[config.mk]
export PLATFORM = sky130hd
export DESIGN_NAME = debounce_filter_flat
export DESIGN_NICKNAME = d
export VERILOG_FILES = /design/src/rtl/debounce_filter_if.sv /design/src/rtl/debounce_filter.sv /design/src/flat_wrapper.sv
export SDC_FILE = /design/constraint.sdc
export NUM_CORES = 1
export LEC_CHECK = 0
export ABC_AREA = 1
export CAP_MARGIN = 20
export CORE_ASPECT_RATIO = 1.5
export CORE_MARGIN = 2
export CORE_UTILIZATION = 42
export CTS_BUF_LIST = sky130_fd_sc_hd__clkbuf_16
export CTS_CLUSTER_DIAMETER = 150
export DETAILED_ROUTE_END_ITERATION = 10
export SLEW_MARGIN = 30
export SYNTH_ARGS = -nofsm -noshare
export SYNTH_HDL_FRONTEND = slang
export SYNTH_SLANG_ARGS = --single-unit
[constraint.sdc]
create_clock -name clk -period 1.8 [get_ports clk]
set_clock_uncertainty 0.05 [all_clocks]
set_input_delay 0.18 -clock clk [delete_from_list [all_inputs] [get_ports clk]]
set_output_delay 0.18 -clock clk [all_outputs]
set_load 0.1 [all_outputs]
[src/rtl/debounce_filter_if.sv]
// Signal bundle between a raw switch/button source and its debouncer.
// The master drives the raw level; the slave (the debouncer) returns the
// clean level and a busy flag.
interface debounce_filter_if;
    // Raw asynchronous switch/button level
    logic in;
    // Debounced, registered level
    logic db_out;
    // High while a candidate level change is being timed
    logic busy;

    modport master (
        output in,
        input  db_out,
        input  busy
    );

    modport slave (
        input  in,
        output db_out,
        output busy
    );
endinterface

[src/rtl/debounce_filter.sv]
// Switch/button debouncer with built-in metastability synchronizer.
// A new level is accepted only once the synchronized input has held it for
// STABLE_CNT+1 consecutive samples; any reversal while timing throws the
// candidate away and restarts from zero. db_out feeds a downstream edge
// detector, so it must never glitch on a rejected bounce.
module debounce_filter #(
    parameter int unsigned SYNC_STAGES = 2,
    parameter int unsigned STABLE_CNT  = 500000
) (
    input  logic              clk,
    input  logic              reset,
    debounce_filter_if.slave  bus
);

    localparam int unsigned CntW = (STABLE_CNT > 1) ? $clog2(STABLE_CNT) : 1;
    localparam logic [CntW-1:0] CntLast = CntW'(STABLE_CNT - 1);

    typedef enum logic [1:0] {
        StIdleLow,
        StWaitHigh,
        StIdleHigh,
        StWaitLow
    } state_e;

    logic [SYNC_STAGES-1:0] sync_q;
    logic                   in_s;

    state_e                 state_q, state_d;
    logic [CntW-1:0]        cnt_q, cnt_d;
    logic                   db_q, db_d;
    logic                   busy_q, busy_d;

    // Synchronizer chain: bring the raw level into the clk domain
    always_ff @(posedge clk or negedge reset) begin
        if (!reset) begin
            sync_q <= '0;
        end else begin
            sync_q <= {sync_q[SYNC_STAGES-2:0], bus.in};
        end
    end

    assign in_s = sync_q[SYNC_STAGES-1];

    // Debounce state, stability counter and registered outputs
    always_ff @(posedge clk or negedge reset) begin
        if (!reset) begin
            state_q <= StIdleLow;
            cnt_q   <= '0;
            db_q    <= 1'b0;
            busy_q  <= 1'b0;
        end else begin
            state_q <= state_d;
            cnt_q   <= cnt_d;
            db_q    <= db_d;
            busy_q  <= busy_d;
        end
    end

    // Next-state: time candidate levels, commit or reject them
    always_comb begin
        state_d = state_q;
        cnt_d   = cnt_q;
        db_d    = db_q;

        unique case (state_q)
            StIdleLow: begin
                if (in_s) begin
                    state_d = StWaitHigh;
                    cnt_d   = '0;
                end
            end
            StWaitHigh: begin
                if (!in_s) begin
                    // Bounce: drop the candidate, no partial credit kept
                    state_d = StIdleLow;
                    cnt_d   = '0;
                end else if (cnt_q == CntLast) begin
                    state_d = StIdleHigh;
                    db_d    = 1'b1;
                    cnt_d   = '0;
                end else begin
                    cnt_d = cnt_q + CntW'(1);
                end
            end
            StIdleHigh: begin
                if (!in_s) begin
                    state_d = StWaitLow;
                    cnt_d   = '0;
                end
            end
            StWaitLow: begin
                if (in_s) begin
                    state_d = StIdleHigh;
                    cnt_d   = '0;
                end else if (cnt_q == CntLast) begin
                    state_d = StIdleLow;
                    db_d    = 1'b0;
                    cnt_d   = '0;
                end else begin
                    cnt_d = cnt_q + CntW'(1);
                end
            end
            default: begin
                state_d = StIdleLow;
                cnt_d   = '0;
                db_d    = 1'b0;
            end
        endcase

        // Registered busy mirrors "next state is a timing state"
        busy_d = (state_d == StWaitHigh) || (state_d == StWaitLow);
    end

    assign bus.db_out = db_q;
    assign bus.busy   = busy_q;

endmodule

[src/flat_wrapper.sv]
// flat-port wrapper written by rule: the top's interface ports become plain ports
module debounce_filter_flat 
#(
    parameter int unsigned SYNC_STAGES = 2,
    parameter int unsigned STABLE_CNT  = 500000
)
  (clk, reset, bus_in, bus_db_out, bus_busy);
  debounce_filter_if bus_i ();
  input  logic clk;
  input  logic reset;
  input wire logic [$bits(bus_i.in)-1:0] bus_in;
  output wire logic [$bits(bus_i.db_out)-1:0] bus_db_out;
  output wire logic [$bits(bus_i.busy)-1:0] bus_busy;
  assign bus_i.in = bus_in;
  assign bus_db_out = bus_i.db_out;
  assign bus_busy = bus_i.busy;
  debounce_filter #(.SYNC_STAGES(SYNC_STAGES), .STABLE_CNT(STABLE_CNT)) u_core (.clk(clk), .reset(reset), .bus(bus_i));
endmodule
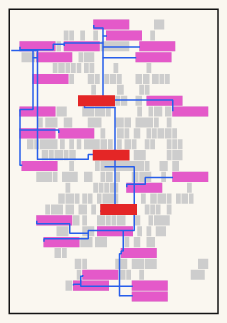
run_1/clock_wires.png
Drawn at 4 px/um.
red -> clock-net drivers  # count 3
blue -> clock wires  # length 331 um
magenta -> flip-flops  # count 24
routed clock nets = 4
Clock power frac: 50.9%
worst skew pair latency: 0.26 ns
power dissipated in the clock network: 0.000638 W

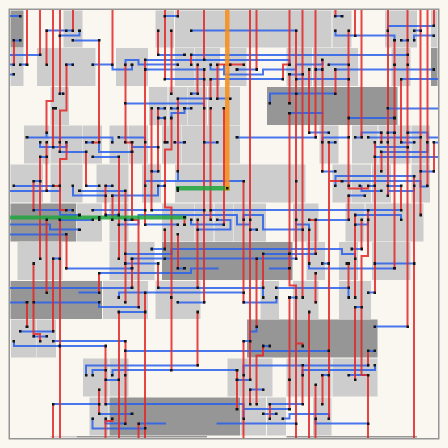
run_1/closeup.png
Region (11, 8) to (41, 38) um. Cells in grey, sequential cells in the stronger grey; small squares are vias.
orange -> M4
red -> M2
green -> M3
blue -> M1
netlist names of flops here include = u_core.cnt_q (6)
most frequent = nand2_1 (21), nor2_1 (8), dfrtp_1 (6)
sequential cells in the window = 6
cells with their middle in the window = 75

==> results.txt, run 1 <==
Implementation numbers.

- The register bit count reported by yosys reads 24.
- The placed wire-length estimate after detailed placement reads 2250 um.
- The met1 global-route usage reads 21.7%.
- The delay of the slowest critical-path stage reads 0.38 ns.
- The switching power share of the total is 19.7%.
- The register with the most flip-flops in the layout has 19 of them.
- The multi-input gate count reads ~140.
- For this configuration, the core starts out at a cell density of 43.0%.
- The overall power of the completed layout is 0.00126 W.
- The initial antenna violation count was 0.
- In the final layout, flip-flops and latches take up around 37% of the cell area.
- Once the clock tree was built, the resizer swapped 0 gates to a different size.
- The largest net degree at the start of global routing reads 25.
- The total number of H-tree levels is 1.
- The timing startpoint of the critical path reads u_core.cnt_q[0].
- The actual slew at the worst max-slew pin reads 0.443 ns.
- The largest total area in the synthesized netlist belongs to dfrtp_1.
- The number of filler cells placed in the layout is about 330.
- For met3 alone, demand over resource in global routing was 2.55%.
- In this run, the synthesized area fraction spent on adder and majority cells is recorded as less than 1%.
- Per the finish-stage timing summary, setup violations number 0.
- The top cell class by occupied area reads multi-input combinational cells.
- The data required time of the worst path is 1.88 ns.
- The total track usage is 18.5%.
- The clock slew seen by the registers of the worst setup and hold paths reads 0.06 ns.
- The peak supply drop reads roughly 0.50 mV.
- The count of port buffers added during placement reads 4.
- The count of pins over their slew limit reads 0.
- The die outline width reads 51.8 um.
- The registers reported with the highest flop counts are u_core.cnt_q: 19 flops, u_core.sync_q: 2 flops.
- The remaining number of nets flagged by the antenna check after routing reads 0.
- Per report_power, the top consumer among the power groups is the clock network.
- The most critical setup path has its endpoint at u_core.cnt_q[11].
- Hold timing on the final database bottoms out at a slack of 0.231 ns.
- The synthesized netlist handed to floorplanning was reported with a cell count of roughly 190.
- The portion of the clock cycle consumed by the worst path in the final layout is 90.6%.
- The per-cell routed wire length reads about 13 um.
- The average cell area after synthesis is 7.66 um2.
- Yosys mapped the design onto 26 distinct sky130hd cell types.
- The total wirelength of the detailed-routed design reads 3030 um.
- Per the CTS log, the root buffer master is clkbuf_16.
- The worst path arrival time reads 1.71 ns.
- Of all the cell area in the finished design, the clock network holds between 6 and 7%.
- The class of the most critical hold timing path reads input port to asynchronous set/reset pin.
- The number of hold buffers added after CTS was 0.
- The run finished with clean final reports.
- The setup TNS is 0 ns.
- In the final layout, excluding clock inverters the inverter count is 21.
- The total instance count after detailed placement is 232.
- The weighted congestion at the end of routability-driven global placement is 0.908.
- The number of setup buffers added after CTS is 0.
- The first-pass GRT wire length reads 5370 um.
- The buffers plus inverters on the worst setup path reads 0.
- Ranking logic cells in the layout by count gives the top entries nand2_1 (52), dfrtp_1 (24), inv_1 (18).
- The post-synthesis mux area share reads 0%.
- The xor/xnor share of the synthesized area is ~6.1%.
- In the global route stage, met2 resource usage came out at 33.6%.
- The busiest layer in global routing reads met2.
- STA classifies the critical path startpoint as a register.
- The sequential cell area reads 601 um2.
- The number of global-route vias before repair reads 1190.
- The largest buffer count on any clock path reads 2.
- The share of power burned in combinational logic is about 5.1%.
- According to the CTS report, the clock sink count is 24.
- The total combinational power is 0.0000640 W.
- The register with the most flip-flops is u_core.cnt_q.
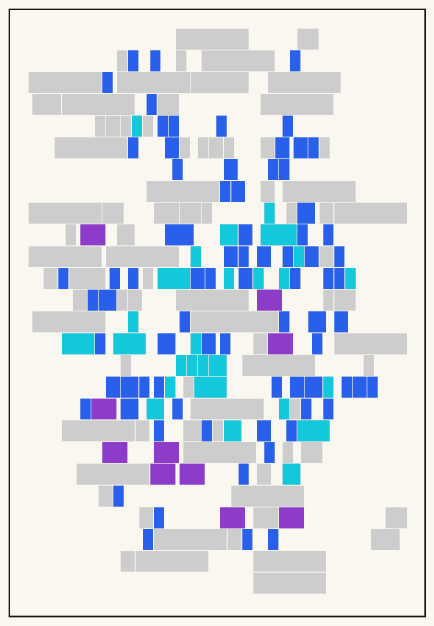
run_1/gates.png
Drawn at 8 px/um.
blue -> nand cells  # cells 77
cyan -> nor cells  # cells 27, where centre
purple -> xor and xnor cells  # cells 10
non-filler instance count after layout: 236
multi-input gate share of total cell area: 44.5%
most common cell after layout, fill and taps aside: nand2_1

run_1/route_heat.png
Drawn at 4 px/um. The die is cut into 10 by 15 equal tiles; white is low, dark blue is high, scaled to the fullest tile. Values are wire area over tile area, all layers added.
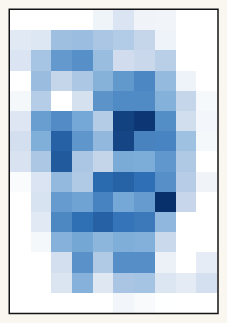

==> run 1 -> run 2 <==
--- a/config.mk
+++ b/config.mk
@@ -13,7 +13,8 @@
 export CTS_BUF_LIST = sky130_fd_sc_hd__clkbuf_16
 export CTS_CLUSTER_DIAMETER = 150
 export DETAILED_ROUTE_END_ITERATION = 10
-export SLEW_MARGIN = 30
+export DONT_BUFFER_PORTS = 1
+export SLEW_MARGIN = 25
 export SYNTH_ARGS = -nofsm -noshare
 export SYNTH_HDL_FRONTEND = slang
 export SYNTH_SLANG_ARGS = --single-unit
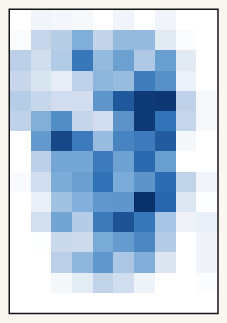
run_2/route_heat.png
Drawn at 4 px/um. The die is cut into 10 by 15 equal tiles; white is low, dark blue is high, scaled to the fullest tile. Values are wire area over tile area, all layers added.
fullest tile = 0.40
densest ninth of the die = centre
nearly empty tiles = 25%
mean over tiles = 0.12
total track usage: 18.2%
vias after detailed routing: 1201
Routed Wire Length: 2990 um
average wire per standard cell: 12.7 um

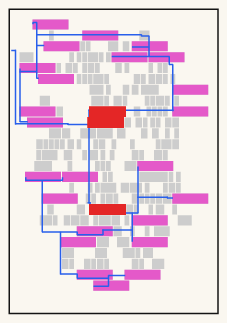
run_2/clock_wires.png
Drawn at 4 px/um.
magenta -> flip-flops  # count 24
red -> clock-net drivers  # count 3
blue -> clock wires  # length 301 um
flops lie = widely spread
worst skew pair latency: 0.25 ns
Clock power frac: 43.3%
power dissipated in the clock network: 0.000472 W

==> results.txt, run 2 <==
Implementation numbers.

- The most common logic cells in the final layout are nand2_1 (51), dfrtp_1 (24), inv_1 (18).
- The number of setup violations in the final report reads 0.
- The synthesized netlist handed to floorplanning was reported with a cell count of 188.
- Per report_power, the top consumer among the power groups is sequential cells.
- The largest buffer count on any clock path reads 2.
- The hold buffer count at cts is 3.
- The register with the most flip-flops in the final layout is u_core.cnt_q.
- The average cell area after synthesis is 7.66 um2.
- The number of standard cells in the final layout excluding fillers reads 235.
- Clock tree synthesis selected as its root buffer the cell clkbuf_16.
- The script extracted a net switching power of 0.000231 W.
- Counting the inverters off the clock network in the layout gives 21.
- The actual slew at the worst max-slew pin reads 0.357 ns.
- Relative to the synthesized area, the layout overhead comes to 11.6%.
- The clock tree from TritonCTS is yes.
- The register with the most flip-flops in the layout has 19 of them.
- The overall power of the completed layout is roughly 0.0011 W.
- The post-cts sizing count is 0.
- The worst-case reg-to-reg path depth is 8.
- The portion of the layout cell area used by clock cells is under 10%.
- 5 I/O pins were placed.
- The fraction of layout instances using a drive strength above 1 reads 15.5%.
- The well-tap cell count reads approximately 42.
- Data arrives at the worst endpoint at around 1.7 ns.
- The core utilization at floorplan reads 43.0%.
- The clock slew seen by the registers of the worst setup and hold paths reads 0.06 ns.
- The busiest layer in global routing reads met2.
- The register bit count reported by yosys reads 24.
- The cell-mix breakdown from Yosys lists the adder-cell area share as 0.869%.
- The delay of the slowest critical-path stage reads 0.41 ns.
- The number of global-route vias before repair reads 1273.
- The clock drives 24 sinks.
- The most common logic cell in the routed design reads nand2_1.
- The async set-reset flop share out of synthesis is 100%.
- The type of the worst setup path is register to register.
- After floorplanning, the core was divided into 26 placement rows.
- At floorplan, the net count of the design was reported as 192.
- The count of port buffers added during placement is 0.
- Registers represent a cell area share of 37.4%.
- The total stage count of the critical path is 8.
- The synthesis log from Yosys contains 0 warnings.
- The worst reg2reg path endpoint reads u_core.cnt_q[16].
- The worst hold margin reads between 0.3 and 0.4 ns.
- Pins over their slew limit in the final report were tallied at 0.
- The starting DRC count in detailed routing reads 37.
- The switching power share of the total is 21.2%.
- The length of routed wiring on met1 reads 1260 um.
- The critical path's slowest stage uses the library cell dfrtp_1.
- The met2 demand-to-capacity share in global routing reads 34.2%.
- The post-synthesis mux area share reads 0%.
- The number of sequential cells reported for the layout is 24.
- The HPWL after detailed placement is 2220 um.
- The data required time of the worst path is 1.93 ns.
- The script reports the combined buffer and inverter count of the critical path as 1.
- The number of filler cells placed in the layout reads ~330.
- Setup repair after global routing left no endpoint under its margin.
- The peak supply drop is 0.810 mV.
- The total instance count after detailed placement is 229.
- The met1 global-route usage is 20.7%.
- The power drawn by the sequential cells is 0.000553 W.
- The number of flops mapped to enable cells by yosys reads 0.
- The netlist area before placement is roughly 1400 um2.
- The number of distinct library cells after synthesis reads 26.
- The slack of the critical path is 0.216 ns.
- The worst max-slew margin expressed relative to the limit reads 76.2%.
- The multi-input gate count reads 138.
- The iteration count of the initial detailed-routing pass is 4.
- In this run the number of H-tree levels came out at 1.
- The combinational share of cell area is 45.4%.
- The cell sequence reported for the critical path is ha_1, nand2_2, nor2_4, inv_2, nor2_4, a21oi_2, nand3_1, o21ai_0.
- The critical path's most frequent cell reads nor2_4.
- According to the floorplan report, the die height is around 76 um.
- The setup TNS reads 0 ns.
- The remaining number of nets flagged by the antenna check after routing is 0.
- Entering global routing, the biggest net connects 25 pins.
- The max-capacitance violation count reads 0.
- The maximum net fanout on the critical path is 6.
- The total cell area at the placement stage is between 1000 and 1500 um2.
- At the placement stage, the worst setup path has a slack of 0.155 ns.
- The number of setup buffers added after CTS is 0.
- The multi-input gate area in the final layout reads about 730 um2.
- The flow ran to the end, and the final reports show no timing, DRC or antenna violations.
- The portion of the clock cycle consumed by the worst path in the final layout is 88.0%.
- The startpoint class of the critical path reads a register.
- The worst hold path belongs to the class input port to asynchronous set/reset pin.
- The total combinational power is 0.0000645 W.
- Of the total synthesized cell area, the portion taken by XOR and XNOR cells is 6.08%.
- Wire segments on met2 add up to 1610 um in the final route.
- The gate family responsible for the most delay along the worst path is AND-OR/OR-AND gates.
- By area, multi-input combinational cells come first.
- Per the gpl log, the routability congestion estimate is 0.858.
- The first global-routing pass estimated around 5400 um of wire.
- The timing startpoint of the critical path is u_core.cnt_q[0].
- The die outline width reads roughly 52 um.
- The share of power burned in combinational logic reads 5.9%.
- Registers take 601 um2.
- The timing endpoint of the critical path reads u_core.cnt_q[16].
- dfrtp_1 takes more of the synthesized area than any other cell.
- The register share after synthesis is 41.7%.
- The area fraction in and, or, nand and nor cells after synthesis reads 34.3%.
- The initial antenna violation count was 0.
- Of the total power, registers draw between 50% and 60%.
- The largest registers in the layout are u_core.cnt_q: 19 flops, u_core.sync_q: 2 flops.
- The highest metal layer with signal wires reads met4.
- The global routing usage on met3 is under 10%.
- The worst-case reg-to-reg setup slack stands at ~0.22 ns.
- The remaining design rule violation count is 0.
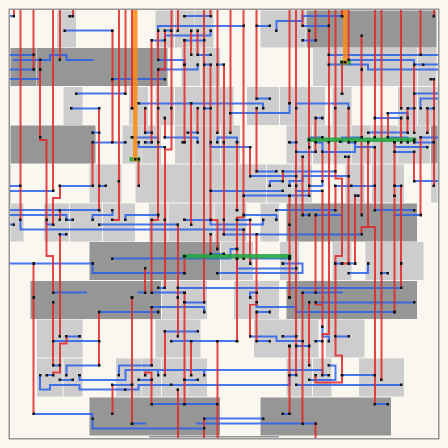
run_2/closeup.png
Region (11, 8) to (41, 38) um. Cells in grey, sequential cells in the stronger grey; small squares are vias.
blue -> M1
orange -> M4
green -> M3
red -> M2
netlist names of flops here include = u_core.cnt_q (9)
sequential cells in the window = 9
cells with their middle in the window = 72
most frequent = nand2_1 (18), dfrtp_1 (9)

==> run 2 -> run 3 <==
--- a/config.mk
+++ b/config.mk
@@ -11,9 +11,10 @@
 export CORE_MARGIN = 2
 export CORE_UTILIZATION = 42
 export CTS_BUF_LIST = sky130_fd_sc_hd__clkbuf_16
-export CTS_CLUSTER_DIAMETER = 150
+export CTS_CLUSTER_DIAMETER = 40
 export DETAILED_ROUTE_END_ITERATION = 10
 export DONT_BUFFER_PORTS = 1
+export MAX_ROUTING_LAYER = met4
 export SLEW_MARGIN = 25
 export SYNTH_ARGS = -nofsm -noshare
 export SYNTH_HDL_FRONTEND = slang
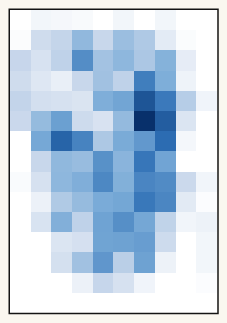
run_3/route_heat.png
Drawn at 4 px/um. The die is cut into 10 by 15 equal tiles; white is low, dark blue is high, scaled to the fullest tile. Values are wire area over tile area, all layers added.
mean over tiles = 0.12
nearly empty tiles = 27%
densest ninth of the die = centre
tiles over half the peak = 20%
total track usage: 18.9%

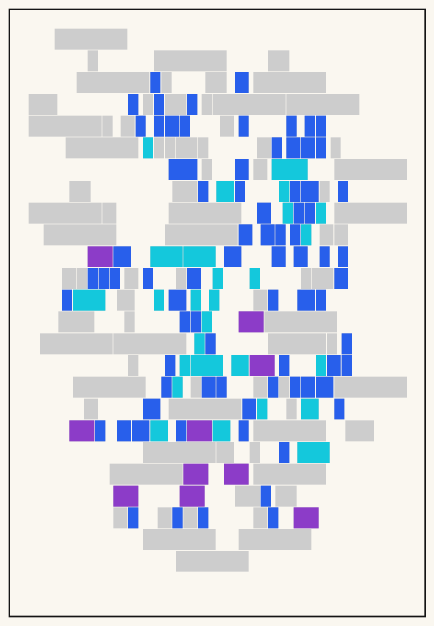
run_3/gates.png
Drawn at 8 px/um.
cyan -> nor cells  # cells 27, where centre
purple -> xor and xnor cells  # cells 10
blue -> nand cells  # cells 77
multi-input gate share of total cell area: 45.4%
non-filler instance count after layout: 235

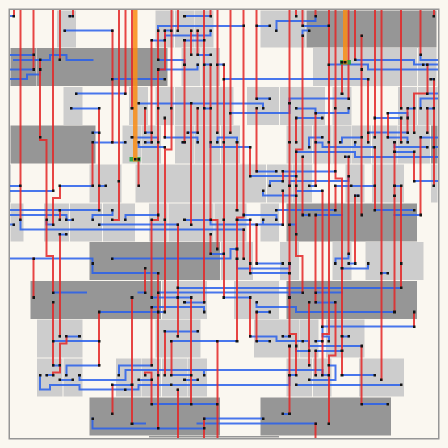
run_3/closeup.png
Region (11, 8) to (41, 38) um. Cells in grey, sequential cells in the stronger grey; small squares are vias.
red -> M2
orange -> M4
green -> M3
blue -> M1
netlist names of flops here include = u_core.cnt_q (9)
sequential cells in the window = 9
most frequent = nand2_1 (18), dfrtp_1 (9)
cells with their middle in the window = 72

==> results.txt, run 3 <==
Implementation numbers.

- From synthesis to final layout, the design area changed by 11.6%.
- The async set-reset flop share out of synthesis reads 100%.
- The sequential cell area reads 601 um2.
- The average cell area after synthesis is 7.66 um2.
- The internal power reads 0.000859 W.
- At the pin with the least slew margin, the transition time is about 0.37 ns.
- The startpoint class of the critical path is a register.
- The most common logic cell in the routed design reads nand2_1.
- The area fraction in and, or, nand and nor cells after synthesis is approximately 34%.
- The netlist area before placement reads about 1400 um2.
- The initial antenna violation count is 0.
- The post-cts sizing count reads 0.
- The top-level I/O count is 5.
- The count of pins over their slew limit is 0.
- The die outline width is 51.8 um.
- In the final layout, the registers with the most flip-flops are u_core.cnt_q: 19 flops, u_core.sync_q: 2 flops.
- At the worst endpoint, the required time is a little under 2 ns.
- The most common cell in the synthesized netlist is nand2_1.
- Per the gpl log, the routability congestion estimate is around 0.87.
- The synthesized instance count is 188.
- The sequential share of power is 50.6%.
- The total combinational power is between 0.00006 and 0.00007 W.
- The flow ran to the end, and the final reports show no timing, DRC or antenna violations.
- Dividing the final minimum period by the clock period gives 89.0%.
- The report lists the number of standard-cell rows as 26.
- Signal nets in the final route climb as high as met4.
- The met2 demand-to-capacity share in global routing reads 33.9%.
- Per the OpenROAD floorplan log, the area of the die is 3920 um2.
- The clock group share of total power reads roughly 44%.
- Summed over all nets, the switching power comes to 0.000234 W.
- The non-clock inverter total of the final layout is 21.
- There are 24 flip-flops and latches.
- The worst path arrival time reads between 1.5 and 2 ns.
- Per the post-synthesis report, the nets total 192.
- The clock tree from TritonCTS is yes.
- The length of routed wiring on met1 is 1310 um.
- The gate family responsible for the most delay along the worst path reads AND-OR/OR-AND gates.
- Per the skew report, the later register of the worst-skew pair sees a clock latency of 0.26 ns.
- The script logs the mean routed wire length per placed instance as 12.7 um.
- The register with the most flip-flops is u_core.cnt_q.
- The worst reg2reg path endpoint reads u_core.cnt_q[16].
- Post-CTS timing repair inserted 0 buffers for setup.
- The power report lists the clock group at 0.000475 W.
- Of the total standard cell area in the layout, the sequential portion is 37.4%.
- The total via count after detailed routing is 1201.
- The worst-case reg-to-reg path depth is 8.
- The count of port buffers added during placement is 0.
- The placed wire-length estimate after detailed placement reads 2220 um.
- The peak supply drop is 0.812 mV.
- The yosys warning tally reads 0.
- The cell type with the highest aggregate area in the netlist reads dfrtp_1.
- The number of flops mapped to enable cells by yosys is 0.
- The script reports the combined buffer and inverter count of the critical path as 1.
- After detailed placement, the design holds a cell count of 229.
- The delay of the slowest critical-path stage reads 0.41 ns.
- The fraction of layout instances using a drive strength above 1 reads 15.5%.
- The critical path's most frequent cell is nor2_4.
- The floorplan step set the die height to 75.7 um.
- The core utilization at floorplan reads 43.0%.
- The met1 global-route usage reads a little over a fifth.
- The clock slew seen by the registers of the worst setup and hold paths reads 0.06 ns.
- The total number of H-tree levels is 1.
- Multi-input combinational cells in the finished layout were counted as between 100 and 150.
- The worst max-slew margin expressed relative to the limit reads 75.1%.
- In this run the cell area measured after placement is 1490 um2.
- The maximum net fanout on the critical path is 6.
- The number of clock sinks is 24.
- The routed wire length on met2 is roughly 1600 um.
- The xor/xnor share of the synthesized area reads around 6.1%.
- Entering global routing, the biggest net connects 25 pins.
- The final power report lists total power as 0.00109 W.
- The iteration count of the initial detailed-routing pass is 4.
- Per the breakdown, switching nets consume between 20% and 30% of all power.
- The total wirelength of the detailed-routed design is 2990 um.
- The post-synthesis mux area share is 0%.
- The routed layout reports a DRC error count of 0.
- The number of filler cells placed in the layout is 327.
- The share of power burned in combinational logic is 5.9%.
- The share of synthesized cell area in full adder, half adder and majority cells is less than 1%.
- Hold timing on the final database bottoms out at a slack of 0.312 ns.
- The highest-delay cell along the critical path is dfrtp_1.
- The worst setup slack after placement is roughly 0.16 ns.
- The largest part of the power goes to sequential cells.
- In the setup report, the worst path falls into the class register to register.
- The number of distinct library cells after synthesis reads 26.
- The hold buffer count at cts is 3.
- The max-capacitance violation count reads 0.
- The register bit count reported by yosys reads 24.
- Setup repair after global routing left no endpoint under its margin.
- The number of global-route vias before repair was about 1300.
- The power drawn by the sequential cells is 0.000553 W.
- The STA report counts the stages on the worst setup path as 8.
- The area taken by multi-input combinational cells is reported as 729 um2.
- The setup TNS is 0 ns.
- The tightest min-delay check is of the input port to asynchronous set/reset pin type.
- The number of flip-flops under the largest register name is 19.
- The first-pass GRT wire length reads roughly 5500 um.
Power is estimated from default activity; no workload was simulated.
